$ cat config.mk
export PLATFORM = sky130hd
export DESIGN_NAME = dmem_arbiter
export DESIGN_NICKNAME = d
export VERILOG_FILES = /design/src/rtl/dmem_arb_pkg.sv /design/src/rtl/dmem_arbiter_rr_arb2.sv /design/src/rtl/dmem_arbiter.sv
export SDC_FILE = /design/constraint.sdc
export NUM_CORES = 1
export LEC_CHECK = 0
export CAP_MARGIN = 10
export CORE_MARGIN = 2
export CORE_UTILIZATION = 44
export DETAILED_ROUTE_END_ITERATION = 6
export PLACE_DENSITY = 0.94
export SYNTH_ARGS = -nofsm -noshare
export SYNTH_HDL_FRONTEND = slang
export SYNTH_SLANG_ARGS = --single-unit
$ cat constraint.sdc
create_clock -name CLK -period 4.1 [get_ports CLK]
set_input_delay 0.82 -clock CLK [delete_from_list [all_inputs] [get_ports CLK]]
set_output_delay 0.82 -clock CLK [all_outputs]
set_load 0.005 [all_outputs]
$ cat src/rtl/dmem_arb_pkg.sv
// Shared definitions for the data-memory arbiter.
//   arb_state_t : transaction sequencer states
//   MID_*       : master IDs as they appear on OWNER
//   DEF_AW/DW   : default address / data widths of the 256x16 data memory
package dmem_arb_pkg;

    localparam int DEF_AW = 8;
    localparam int DEF_DW = 16;

    localparam logic MID_CU     = 1'b0;
    localparam logic MID_LOADER = 1'b1;

    typedef enum logic [1:0] {
        IDLE,
        ISSUE,
        WAIT,
        RESP
    } arb_state_t;

endpackage

$ cat src/rtl/dmem_arbiter_rr_arb2.sv
// Two-way round-robin picker (purely combinational).
//   req[1:0] : request lines, bit i = master i
//   last     : master granted most recently
//   valid    : at least one request present
//   winner   : chosen master; on a tie the one not granted last wins
module rr_arb2
    import dmem_arb_pkg::*;
(
    input  logic [1:0] req,
    input  logic       last,
    output logic       valid,
    output logic       winner
);

    always_comb begin
        valid  = |req;
        winner = MID_CU;
        if (req == 2'b11) begin
            winner = ~last;
        end else if (req[1]) begin
            winner = MID_LOADER;
        end
    end

endmodule

$ cat src/rtl/dmem_arbiter.sv
// Arbiter sharing the single-port data memory between the control unit
// (master 0) and the program/data loader (master 1). One access per
// request, req/ack handshake, no pipelining.
//   CLK, RST                       : clock, synchronous active-high reset
//   Mx_REQ/WR/ADDR/WDATA           : master request, held until Mx_ACK
//   Mx_ACK                         : one-cycle completion pulse
//   Mx_RDATA                       : last read data returned to master x
//   D_ADDR/D_WR/D_WDATA, D_RDATA   : memory side
//   BUSY                           : sequencer is not in IDLE
//   OWNER                          : master currently or last granted
module dmem_arbiter
    import dmem_arb_pkg::*;
#(
    parameter int AW     = DEF_AW,
    parameter int DW     = DEF_DW,
    parameter int RD_LAT = 1
) (
    input  logic          CLK,
    input  logic          RST,
    input  logic          M0_REQ,
    input  logic          M0_WR,
    input  logic [AW-1:0] M0_ADDR,
    input  logic [DW-1:0] M0_WDATA,
    output logic          M0_ACK,
    output logic [DW-1:0] M0_RDATA,
    input  logic          M1_REQ,
    input  logic          M1_WR,
    input  logic [AW-1:0] M1_ADDR,
    input  logic [DW-1:0] M1_WDATA,
    output logic          M1_ACK,
    output logic [DW-1:0] M1_RDATA,
    output logic [AW-1:0] D_ADDR,
    output logic          D_WR,
    output logic [DW-1:0] D_WDATA,
    input  logic [DW-1:0] D_RDATA,
    output logic          BUSY,
    output logic          OWNER
);

    localparam int CW = 2;

    arb_state_t    state_reg, state_next;
    logic [CW-1:0] cnt_reg, cnt_next;
    logic [AW-1:0] d_addr_reg, d_addr_next;
    logic          d_wr_reg, d_wr_next;
    logic [DW-1:0] d_wdata_reg, d_wdata_next;
    logic [1:0]    ack_reg, ack_next;
    logic          busy_reg;
    logic          owner_reg, owner_next;
    logic          last_reg, last_next;
    logic          capture;
    logic          grant_valid;
    logic          grant_id;

    rr_arb2 u_rr (
        .req    ({M1_REQ, M0_REQ}),
        .last   (last_reg),
        .valid  (grant_valid),
        .winner (grant_id)
    );

    always_ff @(posedge CLK) begin
        if (RST) begin
            state_reg   <= IDLE;
            cnt_reg     <= '0;
            d_addr_reg  <= '0;
            d_wr_reg    <= 1'b0;
            d_wdata_reg <= '0;
            ack_reg     <= 2'b00;
            busy_reg    <= 1'b0;
            owner_reg   <= MID_CU;
            last_reg    <= MID_LOADER;   // so the control unit wins the first tie
        end else begin
            state_reg   <= state_next;
            cnt_reg     <= cnt_next;
            d_addr_reg  <= d_addr_next;
            d_wr_reg    <= d_wr_next;
            d_wdata_reg <= d_wdata_next;
            ack_reg     <= ack_next;
            busy_reg    <= (state_next != IDLE);
            owner_reg   <= owner_next;
            last_reg    <= last_next;
        end
    end

    always_comb begin
        state_next   = state_reg;
        cnt_next     = cnt_reg;
        d_addr_next  = d_addr_reg;
        d_wr_next    = 1'b0;          // strobe lives only for the ISSUE cycle
        d_wdata_next = d_wdata_reg;
        ack_next     = 2'b00;
        owner_next   = owner_reg;
        last_next    = last_reg;
        capture      = 1'b0;
        case (state_reg)
            IDLE: begin
                if (grant_valid) begin
                    d_wr_next    = grant_id ? M1_WR    : M0_WR;
                    d_addr_next  = grant_id ? M1_ADDR  : M0_ADDR;
                    d_wdata_next = grant_id ? M1_WDATA : M0_WDATA;
                    owner_next   = grant_id;
                    last_next    = grant_id;
                    state_next   = ISSUE;
                end
            end
            ISSUE: begin
                if (d_wr_reg) begin
                    ack_next[owner_reg] = 1'b1;
                    state_next          = RESP;
                end else begin
                    // WAIT spans RD_LAT cycles; data is taken in the last one
                    cnt_next   = CW'(RD_LAT - 1);
                    state_next = WAIT;
                end
            end
            WAIT: begin
                if (cnt_reg == '0) begin
                    capture             = 1'b1;
                    ack_next[owner_reg] = 1'b1;
                    state_next          = RESP;
                end else begin
                    cnt_next = cnt_reg - 1'b1;
                end
            end
            RESP: begin
                state_next = IDLE;
            end
            default: begin
                state_next = IDLE;
            end
        endcase
    end

    // One read-data holding register per master; only the owner's is loaded.
    generate
        for (genvar gi = 0; gi < 2; gi++) begin : g_rdata
            logic [DW-1:0] rdata_reg;
            always_ff @(posedge CLK) begin
                if (RST) begin
                    rdata_reg <= '0;
                end else if (capture && (owner_reg == 1'(gi))) begin
                    rdata_reg <= D_RDATA;
                end
            end
        end
    endgenerate

    assign M0_RDATA = g_rdata[0].rdata_reg;
    assign M1_RDATA = g_rdata[1].rdata_reg;
    assign M0_ACK   = ack_reg[0];
    assign M1_ACK   = ack_reg[1];
    assign D_ADDR   = d_addr_reg;
    assign D_WR     = d_wr_reg;
    assign D_WDATA  = d_wdata_reg;
    assign BUSY     = busy_reg;
    assign OWNER    = owner_reg;

endmodule

==> flow_metrics.tcl <==
# implementation run metrics
set metrics [dict create \
    antenna_found_initial 0 \
    finalHoldViolations 0 \
    nFillCells 470 \
    critPathRequiredTime_ns 4.35 \
    min_path_type "reg -> reg" \
    setup_tns_ns 0 \
    finalCritPeriodShare_pct 58.7 \
    io_pins 131 \
    top_layer "met4" \
    fin_nets 518 \
    antenna_cells 0 \
    total_power_mw 2.39 \
    dp_cells 507 \
    yosys_warnings 0 \
    synth-edff-count 0 \
    synthAoiAreaFrac_pct 24.9 \
    initialDrtViolationCount 80 \
    area_growth_pct 55.0 \
    postSynthAreaPerCell_um2 8.42 \
    peakVddDrop_mv 0.356 \
    power_density_nw_per_um2 564 \
    num_vias 2697 \
    dp_hpwl_um 5440 \
    ys_sh_mux_pct 0.366 \
    cts-resized-gates 0 \
    rrSetupSlack_ns 2.19 \
    place_congestion 0.826 \
    hold_depth 2 \
    vias_per_cell 5.17 \
    adder_share_pct 2.29 \
    min_to "M0_RDATA[0]" \
    post-cts-setup-buffers 0 \
    ys_seq_share_pct 48.3 \
    critical_path_arrival_ns 2.65 \
    yosysCellCount 325 \
    synth_top_cell_by_area "dfxtp_1" \
    ant_nets 0 \
    top_cell_area_share_pct 48.3 \
    crit_type "in -> reg" \
    final_layout_size_suffix_gt1_share_pct 9.17 \
    start_kind "input port" \
    cp-end-kind "flip-flop" \
    grt_pass1_vias 2622 \
    xor_share_pct 0 \
    cts.clk_slew.worst_paths_ns 0.07 \
    stdcell_count 522 \
    drc 0 \
    r2r-start "state_reg[0]" \
    yosysUniqueCellTypes 33 \
    ctsLongestPathBuffers 2 \
    warnings 29 \
    async_reset_ff_share_pct 0 \
    drv_slew 0 \
    die_w_um 82.8 \
    cts_sinks 66 \
    power_leakage_nw 1.55 \
    fmax_ghz 0.416 \
    cts-buffers-inserted 9 \
    portBuffers 130 \
    clock_latency_ns 0.33 \
    common_cells "nand2_1, dfxtp_1, a21oi_1" \
    yosys_area_um2 2740 \
    dr_wl_met3_um 404 \
    netlist_area_um2 2740 \
    skew_ns 0.00848 \
    met1Wirelength_um 3210 \
    maxCapViolations 0 \
    met2_length_um 3890 \
    grt_max_degree 38 \
    flop_cell "dfxtp_1" \
    setup_viol 0 \
    cts_tree "yes" \
    rsz0062_at_grt "false" \
    fp_nets 400 \
    fp.dieH_um 82.8 \
    worst_slew_pin_slew_ns 1.06 \
    hp-start "M0_RDATA[0]" \
    slew_headroom_pct 29.3 \
    die_area_um2 6860 \
    first_pass_iters 5 \
    synthTopCellsByArea "dfxtp_1, nand2_1, a21oi_1, a211oi_2, nor2_1" \
    post_dp_cell_area_um2 4000 \
    ff2ff_path_depth 5 \
    clock-root-buffer "clkbuf_8" \
    cp_max_fo 26 \
    outcome "completed" \
    worstReg2RegEnd "D_ADDR[5]" \
    grt_overflow 0 \
    cts_hold_buf 0 \
    period_minus_slack_ns 2.41 \
    synthSimpleGateAreaFrac_pct 18.7 \
    top_cell "nand2_1" \
    routedWlPerCell_um 14.8 \
    grt_pass1_wl_um 12500 \
    synth_cells 325 \
    h-tree-depth 3 \
    logic_family "AND-OR/OR-AND gates" \
    ys.flops 66 \
]
[layout make-up]
class | instances | area [um2] | share of cell area (%)
clock inverters | 5 | 103 | 2.42
clock buffers | 10 | 138 | 3.25
multi-input cells | 231 | 1260 | 29.8
well taps | 75 | 93.8 | 2.21
inverters | 4 | 15.0 | 0.354
repair buffers | 131 | 1300 | 30.8
flip-flops and latches | 66 | 1320 | 31.2
[worst max-delay path by stage]
| stage | slack, ns | startpoint | endpoint | depth (start not counted) |
|---|---|---|---|---|
| 2_1_floorplan | 2.35 | M0_REQ | D_ADDR[0] | 6 |
| 3_3_place_gp | 1.44 | M0_REQ | D_ADDR[7] | 4 |
| 3_5_place_dp | 1.40 | M0_REQ | D_WDATA[5] | 4 |
| 4_1_cts | 1.75 | M0_REQ | D_WDATA[5] | 4 |
| 5_1_grt | 1.56 | M0_REQ | D_WDATA[3] | 4 |
| 6_report | 1.69 | M0_REQ | D_ADDR[5] | 4 |
[metal layers]
layer / up-vias / GRT usage, %
li1: 1329 / -
met1: 1258 / 26.4
met2: 93 / 37.9
met3: 17 / 4.67
met4: 0 / 10.9
met5: - / 0
[stage by stage]
| step | setup WS [ns] | hold slack (ns) | utilization [%] |
|---|---|---|---|
| detailed placement | 1.40 | 0.449 | 67.1 |
| global route | 1.56 | 0.483 | 71.2 |
| floorplan | 2.35 | 0.450 | - |
| CTS | 1.75 | 0.459 | 71.2 |
| global placement | 1.44 | 0.441 | 67.1 |
| finish | 1.69 | 0.455 | 71.2 |
[cell families (layout without fill, tap and decap cells)]
| kind of cell | count (synthesis) | in the layout |
|---|---|---|
| compound gates | 96 | 96 |
| fa+ha+maj | 5 | 5 |
| buf+inv | 28 | 150 |
| flops | 66 | 66 |
| mux | 1 | 1 |
| simple gates | 129 | 129 |
[cells in the final DEF (no fill, tap or decap), types with 2 or more instances in the layout]
master	Yosys	layout
clkdlybuf4s50_1	0	129
nand2_1	89	89
dfxtp_1	66	66
a21oi_1	59	59
nor2_1	29	29
a211oi_2	19	19
clkbuf_8	0	10
a211oi_1	5	5
ha_1	5	5
inv_1	4	4
bufinv_16	0	3
and3_1	2	2
nand3_1	2	2
nor3_1	2	2
a22oi_1	2	2
nor2b_1	2	2
o21ai_0	2	2
[where the power goes]
part / switching [mW] / internal [mW] / total (mW)
Sequential: 0.0781 / 0.777 / 0.855
Combinational: 0.433 / 0.444 / 0.877
Clock: 0.243 / 0.416 / 0.659
[worst max-delay path, cell delays in order]
cell and delay (ns):
clkdlybuf4s50_1 0.54, o21ai_2 0.87, a21oi_1 0.13, a211oi_2 0.28
Cell density map:
The die is cut into 8 by 8 equal tiles; white is low, dark blue is high, 0 to 100% covered.
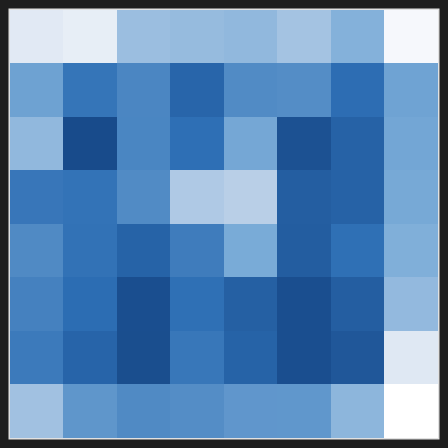
nearly empty tiles: 1.6%
mean over tiles: 60%
fullest tile: 89%
fp util: 45.9%
Final Core Density: 71.2%
CORE AREA: 5960 um2

Cells colored by class:
Scale bar: 20 um. Fill, decap, tap and diode cells in gray.
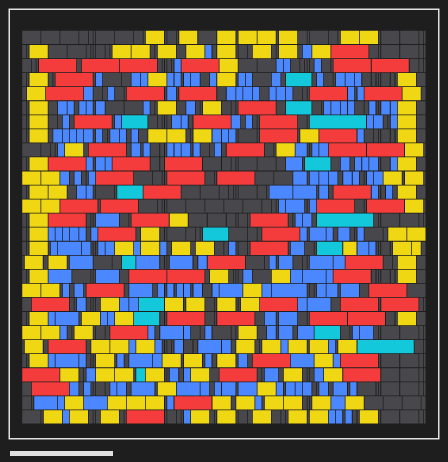
| class | color | cells | share of their area |
|---|---|---|---|
| remaining buffers and delay cells | yellow | 131 | 31% |
| sequential cells | red | 66 | 32% |
| clock drivers and dummy loads | cyan | 15 | 5.8% |
| combinational and other logic | blue | 235 | 31% |
proportion of cell area occupied by registers: 31.2%
final instance area: 4240 um2
Rows: 28

Signal wires on met1:
Supply wires on this layer in gray.
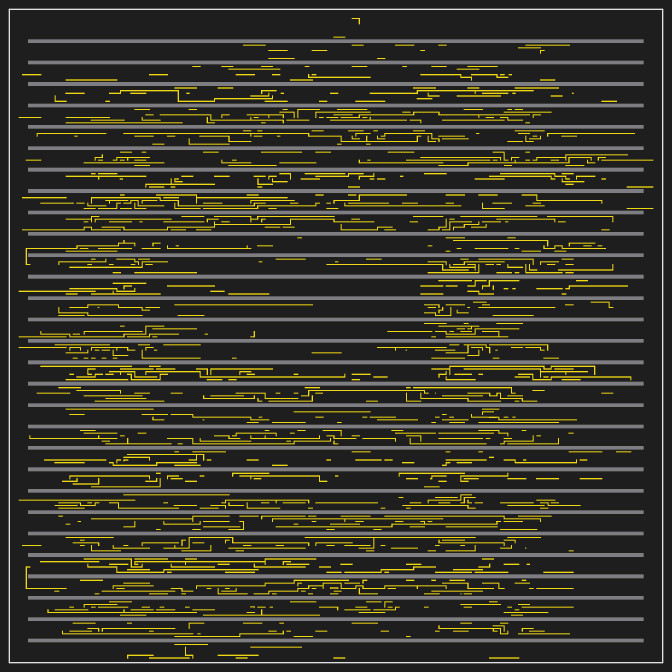
wire length on this layer: 3210 um
share of all routed wire: 42%
main direction: horizontal
longest straight run: 23.5 um
nets with wire on the layer: 459
M1 GR Usage: 26.4%
Routed WL: 7720 um

Routing congestion map:
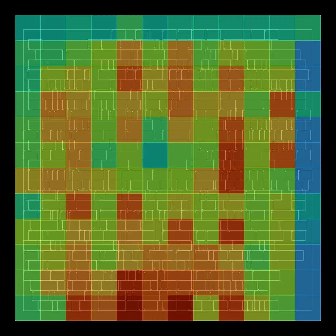
global routing's busiest layer: met2
M3 GR Usage: 4.67%
GRT Util Overall: 22.2%

No activity file was given, so power comes from the tool's default toggle rates.
